## config.mk

```make
export PLATFORM = sky130hd
export DESIGN_NAME = lock_rr_arbiter
export DESIGN_NICKNAME = d
export VERILOG_FILES = /design/src/rtl/parammod_arb_pkg.sv /design/src/rtl/lock_rr_arbiter_bin_dec.sv /design/src/rtl/lock_rr_arbiter.sv
export SDC_FILE = /design/constraint.sdc
export NUM_CORES = 1
export LEC_CHECK = 0
export CORE_MARGIN = 1.5
export CORE_UTILIZATION = 30
export DETAILED_ROUTE_END_ITERATION = 6
export PLACE_DENSITY_LB_ADDON = 0.08
export SYNTH_ARGS = -nofsm -noshare
export SYNTH_HDL_FRONTEND = slang
export SYNTH_SLANG_ARGS = --single-unit
```

## constraint.sdc

```tcl
create_clock -name clk -period 3.9 [get_ports clk]
set_input_delay 0.585 -clock clk [delete_from_list [all_inputs] [get_ports clk]]
set_output_delay 0.585 -clock clk [all_outputs]
set_load 0.02 [all_outputs]
```

## src/rtl/parammod_arb_pkg.sv

```systemverilog
// parammod_arb_pkg: shared state encoding and active-level macros for the lock arbiter.
`ifndef HIGH
`define HIGH 1'b1
`endif
`ifndef LOW
`define LOW 1'b0
`endif
package parammod_arb_pkg;
   typedef enum logic {ARB_IDLE, ARB_GRANT} arb_state_t;
endpackage

```

## src/rtl/lock_rr_arbiter_bin_dec.sv

```systemverilog
// bin_dec: binary index to one-hot decoder at selectable active level.
`ifndef HIGH
`define HIGH 1'b1
`endif
`ifndef LOW
`define LOW 1'b0
`endif
module bin_dec #(
   parameter int   IN  = 3,
   parameter logic ACT = `HIGH
) (
   input  logic [IN-1:0]      bin,
   output logic [(1<<IN)-1:0] dec
);
   localparam int REQ = 1 << IN;
   assign dec = ACT ? (REQ'(1) << bin) : ~(REQ'(1) << bin);
endmodule

```

## src/rtl/lock_rr_arbiter.sv

```systemverilog
// lock_rr_arbiter: round-robin arbiter whose winner keeps the grant until it drops its request.
`ifndef HIGH
`define HIGH 1'b1
`endif
`ifndef LOW
`define LOW 1'b0
`endif
module lock_rr_arbiter
   import parammod_arb_pkg::*;
#(
   parameter int   IN  = 3,
   parameter logic ACT = `HIGH
) (
   input  logic                clk,
   input  logic                reset_,
   input  logic [(1<<IN)-1:0]  req,
   output logic [(1<<IN)-1:0]  grant,
   output logic [IN-1:0]       grant_id,
   output logic                grant_valid
);
   localparam int REQ = 1 << IN;
   arb_state_t     state, state_n;
   logic [IN-1:0]  ptr, ptr_n, gid_n;
   logic [REQ-1:0] act, own, dec;
   logic [IN:0]    pick;
   // Returns {found, index} of the first set bit of v searching start, start+1, ... with wrap.
   function automatic logic [IN:0] rr_pick(input logic [REQ-1:0] v, input logic [IN-1:0] start);
      logic [IN:0]   r;
      logic [IN-1:0] k;
      r = '0;
      for (int i = REQ - 1; i >= 0; i--) begin
         k = start + IN'(i);
         if (v[k]) r = {1'b1, k};
      end
      return r;
   endfunction
   assign act = req ~^ {REQ{ACT}};
   assign own = REQ'(1) << grant_id;
   always_comb begin
      state_n = state;
      ptr_n   = ptr;
      gid_n   = grant_id;
      pick    = '0;
      if (state == ARB_IDLE) begin
         pick = rr_pick(act, ptr);
         if (pick[IN]) begin
            state_n = ARB_GRANT;
            gid_n   = pick[IN-1:0];
         end
      end else if (!act[grant_id]) begin
         ptr_n   = grant_id + 1'b1;
         pick    = rr_pick(act & ~own, ptr_n);
         state_n = pick[IN] ? ARB_GRANT : ARB_IDLE;
         gid_n   = pick[IN] ? pick[IN-1:0] : grant_id;
      end
   end
   always_ff @(posedge clk or negedge reset_) begin
      if (!reset_) begin
         state    <= ARB_IDLE;
         ptr      <= '0;
         grant_id <= '0;
      end else begin
         state    <= state_n;
         ptr      <= ptr_n;
         grant_id <= gid_n;
      end
   end
   assign grant_valid = (state == ARB_GRANT);
   bin_dec #(.IN(IN), .ACT(ACT)) u_dec (.bin(grant_id), .dec(dec));
   assign grant = grant_valid ? dec : {REQ{~ACT}};
endmodule

```

Run 1, clock routing:
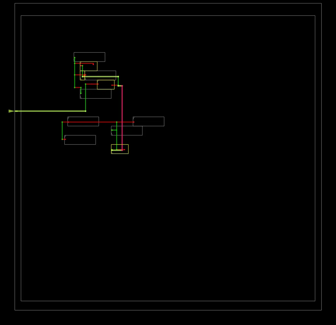
Inserted Clock Buffers: 3

Run 1, ports around the boundary:
Bar = 20 um. Pins as bars across the die edge, other pins in grey.
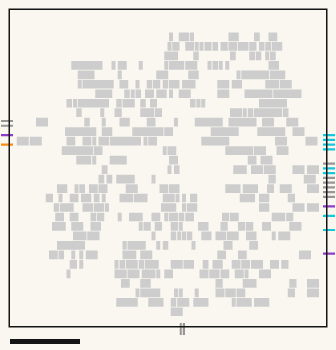
colour	port	pins	direction	edge
purple	`grant_id`	3	output	2 right, 1 left
cyan	`req`	8	input	right
orange	`grant_valid`	1	output	left
all pins by edge	16 right, 4 left, 2 bottom
Die Width: 90.67 um
DIE HEIGHT: 90.67 um
I/O Buffers: 21

==> metrics.json, run 1 <==
{
  "drt-wirelength-per-cell": {"value": 18.22, "unit": "um"},
  "worst_path_clk_slew": {"value": 40, "unit": "ps"},
  "mux_share": {"value": 28.11, "unit": "%"},
  "route.detailed.vias_per_inst": {"value": 5.832},
  "drc": {"value": 0},
  "totalWireLength": {"value": 7252, "unit": "um"},
  "grt_max_degree": {"value": 35},
  "wl_met1": {"value": 3708, "unit": "um"},
  "first_global_vias": {"value": 2138},
  "ratio_of_cells_with_drive_above_1_in_the_final_layout": {"value": 18.39, "unit": "%"},
  "met1_usage": {"value": 27.51, "unit": "%"},
  "top_layer_used": {"value": "met4"},
  "cts_setup_buffers": {"value": 0},
  "rsz0062_at_grt": {"value": "no"},
  "grt.overflow.total": {"value": 0},
  "final_setup_violations": {"value": 0},
  "fillerInstances": {"value": 775},
  "i_o_pin_cnt": {"value": 22},
  "worstSetupPathType": {"value": "reg2reg"},
  "warnings": {"value": 32},
  "rrSetupSlack": {"value": 690, "unit": "ps"},
  "synth.cells.most_frequent": {"value": "nand2_1, mux2i_1, nor2_1, mux2_2"},
  "vias": {"value": 2321},
  "synth_top_area_share": {"value": 11.72, "unit": "%"},
  "core-area": {"value": 7331, "unit": "sq um"},
  "reg2reg_from": {"value": "grant_id[0]"},
  "holdCritPathClass": {"value": "in2async"},
  "cts.sink_count": {"value": 7},
  "yosys-stat-area": {"value": 2306, "unit": "sq um"},
  "crit_cells": {"value": 10},
  "floorplan.initialDensity": {"value": 31.46, "unit": "%"},
  "fmaxAchievable": {"value": 311.9, "unit": "MHz"},
  "latest_clock_arrival_within_the_worst_skew_pair": {"value": 230, "unit": "ps"},
  "end_kind": {"value": "flop"},
  "htree_levels": {"value": 1},
  "finalWeightedCongestion": {"value": 0.8515},
  "yosys.stat.seqShare": {"value": 7.596, "unit": "%"},
  "drv_slew": {"value": 0},
  "cts.root.buffer_cell": {"value": "clkbuf_8"},
  "synth-async-reset-ratio": {"value": 100.0, "unit": "%"},
  "synth-cells-yosys": {"value": 281},
  "simple_gate_area_share_of_the_yosys_netlist": {"value": 21.38, "unit": "%"},
  "layer_carrying_the_most_global_route_usage": {"value": "met1"},
  "grt_use_total": {"value": 17.71, "unit": "%"},
  "fin_crit_sh": {"value": 82.21, "unit": "%"},
  "synth_flops": {"value": 7},
  "tritoncts_clock_tree": {"value": "built"},
  "largest_area_cell": {"value": "mux4_2"},
  "wl_met3": {"value": 307, "unit": "um"},
  "rr_worst_depth": {"value": 10},
  "start_kind": {"value": "flop"},
  "synth.cellmix.xorXnorShare": {"value": 2.984, "unit": "%"},
  "drt-pass1-iter-count": {"value": 4},
  "post_detail_place_hpwl": {"value": 5626, "unit": "um"},
  "crit_path_start": {"value": "grant_id[0]"},
  "reg2reg_to": {"value": "grant_id[1]"},
  "worst-path-buf-inv": {"value": 1},
  "ys_top_cells_by_area": {"value": "mux4_2, mux2i_1, dfrtp_1, mux2_2, ha_1"},
  "status": {"value": "complete, no violations"},
  "antenna_violations_before_repair": {"value": 0},
  "slew-limit-headroom": {"value": 56.65, "unit": "%"},
  "ys_warn_count": {"value": 0},
  "drt-initial-drc-count": {"value": 220},
  "yosysMostFrequentCell": {"value": "nand2_1"},
  "design.die.area": {"value": 8221, "unit": "sq um"},
  "drtAntennaViolNets": {"value": 0},
  "critPathRequiredTime": {"value": 4040, "unit": "ps"},
  "cts_hold_buf": {"value": 0},
  "max_slew.worst_pin.slew": {"value": 647.2, "unit": "ps"},
  "final-hold-violation-count": {"value": 0},
  "fin_worst_skew": {"value": 3.270, "unit": "ps"},
  "max_stage_delay": {"value": 550, "unit": "ps"},
  "final_layout_top_logic_cell": {"value": "nand2_1"},
  "final-instance-count-excl-fill": {"value": 398},
  "final.hold.worst_slack": {"value": 619.7, "unit": "ps"},
  "met3_use_gr": {"value": 1.768, "unit": "%"},
  "first_pass_grt_wire_length": {"value": 11770, "unit": "um"},
  "maxCapViolCount": {"value": 0},
  "fin_crit": {"value": 3206, "unit": "ps"},
  "cts_max_path_buffers": {"value": 2}
}
Run 1, wire density map:
18 x 18 tiles, from white (low) to dark blue (high), scaled to the fullest tile. Values are wire area over tile area, all layers added.
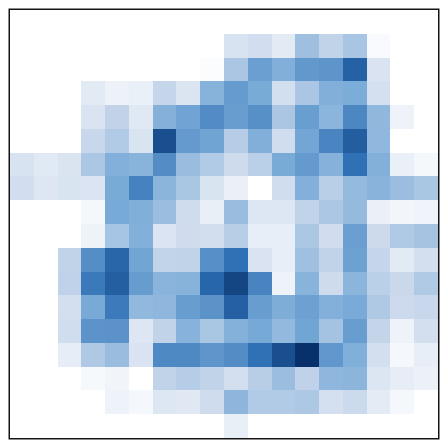
fullest tile	0.54
densest ninth of the die	bottom centre
nearly empty tiles	30%

## run 1: through the flow
stage / setup slack (ps) / util, % / instance area, sq um
finish: 693.8 / 35.96 / 2636
global route: 419.7 / 35.96 / 2636
CTS: 698.4 / 35.96 / 2636
detailed placement: 525.5 / 35.35 / 2591
global placement: 561.7 / 35.35 / 2591
floorplan: 682.7 / - / 2306
## run 1: sequential cells by signal, indices dropped and copies added, names as in the netlist
signal	cells
grant_id	3
grant_valid	1
ptr	3
## run 1: cell type report
class                           instances  area [sq um]  area share (%)
Clock buffer                            4         45.04           1.709
Inverter                               14         52.55           1.993
Multi-Input combinational cell        243          1954           74.13
Sequential cell                         7         175.2           6.645
Tap cell                               99         123.9           4.699
Timing Repair Buffer                   31         285.3           10.82
==> inputs of run 2 (changes only) <==
Clock period 3.9 ns to 3.3 ns, I/O delays scaled along.
Run 2, wire density map:
18 x 18 tiles, from white (low) to dark blue (high), scaled to the fullest tile. Values are wire area over tile area, all layers added.
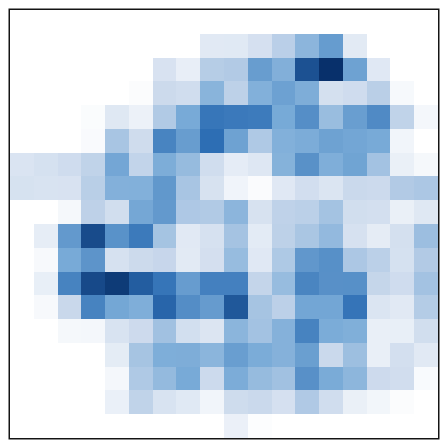
fullest tile	0.57
mean over tiles	0.14
emptiest ninth of the die	upper left
nearly empty tiles	28%

==> run 2 against run 1 <==
  * Clock skew down 2.3 ps
  * Sequential share of layout area fell by 0.34 points
  * Synthesized area unchanged
  * Setup slack worse by 450 ps
  * Wire length increased by 0.98%
  * Maximum frequency rose by 4.8%
==> metrics.json, run 2 <==
{
  "status": {"value": "complete, no violations"},
  "fmaxAchievable": {"value": 326.9, "unit": "MHz", "change": "+4.8%"},
  "floorplan.initialDensity": {"value": 31.46, "unit": "%", "change": "unchanged"},
  "cts.sink_count": {"value": 7, "change": "unchanged"},
  "rrSetupSlack": {"value": 240, "unit": "ps", "change": "-450 ps"},
  "grt_max_degree": {"value": 22, "change": "-37%"},
  "core-area": {"value": 7331, "unit": "sq um", "change": "unchanged"},
  "final_setup_violations": {"value": 0, "change": "unchanged"},
  "totalWireLength": {"value": 7323, "unit": "um", "change": "+0.98%"},
  "drc": {"value": 0, "change": "unchanged"},
  "synth_flops": {"value": 7, "change": "unchanged"},
  "rsz0062_at_grt": {"value": "no"},
  "fin_crit_sh": {"value": 92.71, "unit": "%", "change": "+11 points"},
  "cts_setup_buffers": {"value": 0, "change": "unchanged"},
  "fin_crit": {"value": 3059, "unit": "ps", "change": "-146.7 ps"},
  "slew-limit-headroom": {"value": 64.46, "unit": "%", "change": "+7.8 points"},
  "antenna_violations_before_repair": {"value": 0, "change": "unchanged"},
  "final-instance-count-excl-fill": {"value": 417, "change": "+4.8%"},
  "holdCritPathClass": {"value": "in2async"},
  "post_detail_place_hpwl": {"value": 5746, "unit": "um", "change": "+2.1%"},
  "io_buffers": {"value": 21, "change": "unchanged"},
  "critPathRequiredTime": {"value": 3400, "unit": "ps", "change": "-640 ps"},
  "yosys-stat-area": {"value": 2306, "unit": "sq um", "change": "unchanged"},
  "detailedPlace.worstSlack": {"value": 104.5, "unit": "ps", "change": "-421.0 ps"},
  "maxCapViolCount": {"value": 0, "change": "unchanged"},
  "final_critical_path_setup_slack": {"value": 240.6, "unit": "ps", "change": "-453.3 ps"},
  "chipWidth": {"value": 90.67, "unit": "um", "change": "unchanged"},
  "drv_slew": {"value": 0, "change": "unchanged"},
  "final-hold-violation-count": {"value": 0, "change": "unchanged"},
  "start_kind": {"value": "flop"},
  "stdcell_area": {"value": 2779, "unit": "sq um", "change": "+5.4%"},
  "yosysMostFrequentCell": {"value": "nand2_1"},
  "ys_top_cells_by_area": {"value": "mux4_2, mux2i_1, dfrtp_1, mux2_2, ha_1"},
  "mux_share": {"value": 28.11, "unit": "%", "change": "unchanged"},
  "ratio_of_cells_with_drive_above_1_in_the_final_layout": {"value": 23.27, "unit": "%", "change": "+4.9 points"}
}
run 2: layer usage:
metal	GRT usage (%)	up-vias	wire length [um]
met5	0	-	0
met4	1.455	0	29
met3	3.199	6	566
met2	27.01	104	3143
met1	27.99	1178	3583
li1	-	1171	-
run 2: area by class of cell:
class                      count  area [sq um]
fill                         776          4552
multi-input combinational    243          1954
timing repair buffer          50         427.9
sequential                     7         175.2
tap                           99         123.9
inverter                      14         52.55
clock buffer                   4         45.04
run 2: critical path, cell delays in order (launching register included):
cell and delay, ps:
dfrtp_1 510, inv_1 150, ha_1 400, buf_4 230
inv_1 190, mux2_2 400, mux2i_1 190, nor2_1 90
a211o_1 290, a211oi_1 260, buf_4 170, o31ai_2 50
==> inputs of run 3 (changes only) <==
Settings changed: CORE_UTILIZATION 30 to 59, CTS_CLUSTER_SIZE set to 12.
Clock period 3.3 ns to 3.1 ns, I/O delays scaled along.
Run 3, zoomed window:
Bar = 5 um. Region (23, 36) to (43, 56) um. Cells in grey, sequential cells in the stronger grey; small squares are vias.
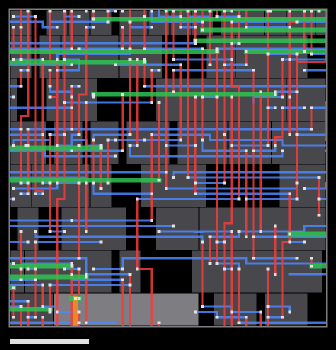
colour	layer
blue	metal 1
orange	metal 4
red	metal 2
green	metal 3
netlist names of flops here include	`grant_id` (1)
cells with their middle in the window	43
sequential cells in the window	1
most frequent	nand2_1 (7), buf_4 (6), nor2_1 (4)

==> run 3 against run 2 <==
  * Wire length down 7.6%
  * Setup slack worse by 87 ps
  * Die size down 48%
  * Largest cell class unchanged
  * Global-route usage up 15 points
  * Count of clock-buffer cells in the layout unchanged
  * Via count about the same
  * Critical path depth down 1
  * Non-clock buffer count up 1
  * Hold slack worse by 44 ps
  * Core utilization up 36 points
  * Flip-flop count unchanged
==> metrics.json, run 3 <==
{
  "status": {"value": "complete, no violations"},
  "worst-path-buf-inv": {"value": 1, "change": "-3"},
  "synth_flops": {"value": 7, "change": "unchanged"},
  "layout.clock.cell_area_share": {"value": 1.630, "unit": "%", "change": "+0.0088 points"},
  "grt_max_degree": {"value": 22, "change": "unchanged"},
  "core-area": {"value": 3716, "unit": "sq um", "change": "-49%"},
  "max_stage_delay": {"value": 500, "unit": "ps", "change": "about the same"},
  "stdcell_area": {"value": 2764, "unit": "sq um", "change": "-0.54%"},
  "ratio_of_cells_with_drive_above_1_in_the_final_layout": {"value": 25.08, "unit": "%", "change": "+1.8 points"},
  "antenna_violations_before_repair": {"value": 0, "change": "unchanged"},
  "layout.area.comb": {"value": 1993, "unit": "sq um", "change": "+2.0%"},
  "detailedPlace.worstSlack": {"value": -24.34, "unit": "ps", "change": "-128.9 ps"},
  "sequence_of_cells_on_the_critical_path": {"value": "ha_1, ha_1, xnor2_4, buf_4, mux2i_1, a221oi_4, nor2_1, a211o_1, a211oi_1, o31ai_2"},
  "mux_share": {"value": 28.11, "unit": "%", "change": "unchanged"},
  "drc": {"value": 0, "change": "unchanged"},
  "yosys-stat-area": {"value": 2306, "unit": "sq um", "change": "unchanged"},
  "fillerInstances": {"value": 283, "change": "-64%"},
  "met1_usage": {"value": 48.50, "unit": "%", "change": "+21 points"},
  "cts_setup_buffers": {"value": 0, "change": "unchanged"},
  "critPathRequiredTime": {"value": 3200, "unit": "ps", "change": "-200 ps"},
  "path_delay_family": {"value": "AND-OR/OR-AND gates"},
  "totalWireLength": {"value": 6763, "unit": "um", "change": "-7.6%"},
  "chipWidth": {"value": 65.52, "unit": "um", "change": "-28%"},
  "number_of_multi_input_logic_gates": {"value": 243, "change": "unchanged"},
  "post_detail_place_hpwl": {"value": 5184, "unit": "um", "change": "-9.8%"},
  "fmaxAchievable": {"value": 339.4, "unit": "MHz", "change": "+3.8%"},
  "top_layer_used": {"value": "met4"},
  "io_buffers": {"value": 21, "change": "unchanged"},
  "n_all_buffers": {"value": 51, "change": "+2.0%"},
  "seqCellArea": {"value": 177.7, "unit": "sq um", "change": "+1.4%"},
  "number_of_well_tap_cells_placed": {"value": 48, "change": "-52%"},
  "maxCapViolCount": {"value": 0, "change": "unchanged"},
  "nClkBuffers": {"value": 4, "change": "unchanged"},
  "seq_area_share": {"value": 6.428, "unit": "%", "change": "+0.12 points"},
  "fin_crit": {"value": 2946, "unit": "ps", "change": "-113.1 ps"},
  "holdCritPathClass": {"value": "in2async"},
  "final-instance-count-excl-fill": {"value": 367, "change": "-12%"},
  "layout.non_clock_inverters": {"value": 14, "change": "unchanged"}
}
-- run 3: cell counts after synthesis --
Identical to the previous run, type by type.
-- run 3: worst min path at each step --
| stage | start | end | slack, ps | cells after the start |
|---|---|---|---|---|
| global placement | grant_id[1] | grant_id[1] | 690 | 2 |
| finish | reset_ | grant_id[2] | 500 | 1 |
| floorplan | reset_ | grant_id[0] | 170 | 0 |
| CTS | reset_ | grant_id[1] | 510 | 1 |
| global route | reset_ | grant_id[2] | 520 | 1 |
| detailed placement | grant_id[1] | grant_id[1] | 690 | 2 |
-- run 3: logic make-up (layout without fill, tap and decap cells) --
group | Yosys count | after routing
AOI/OAI and AO/OA | 84 | 84
and+or+nand+nor | 95 | 95
muxes | 48 | 48
adders and majority gates | 9 | 9
buffers and inverters | 31 | 69
DFF | 7 | 7
xor gates and xnor gates | 7 | 7
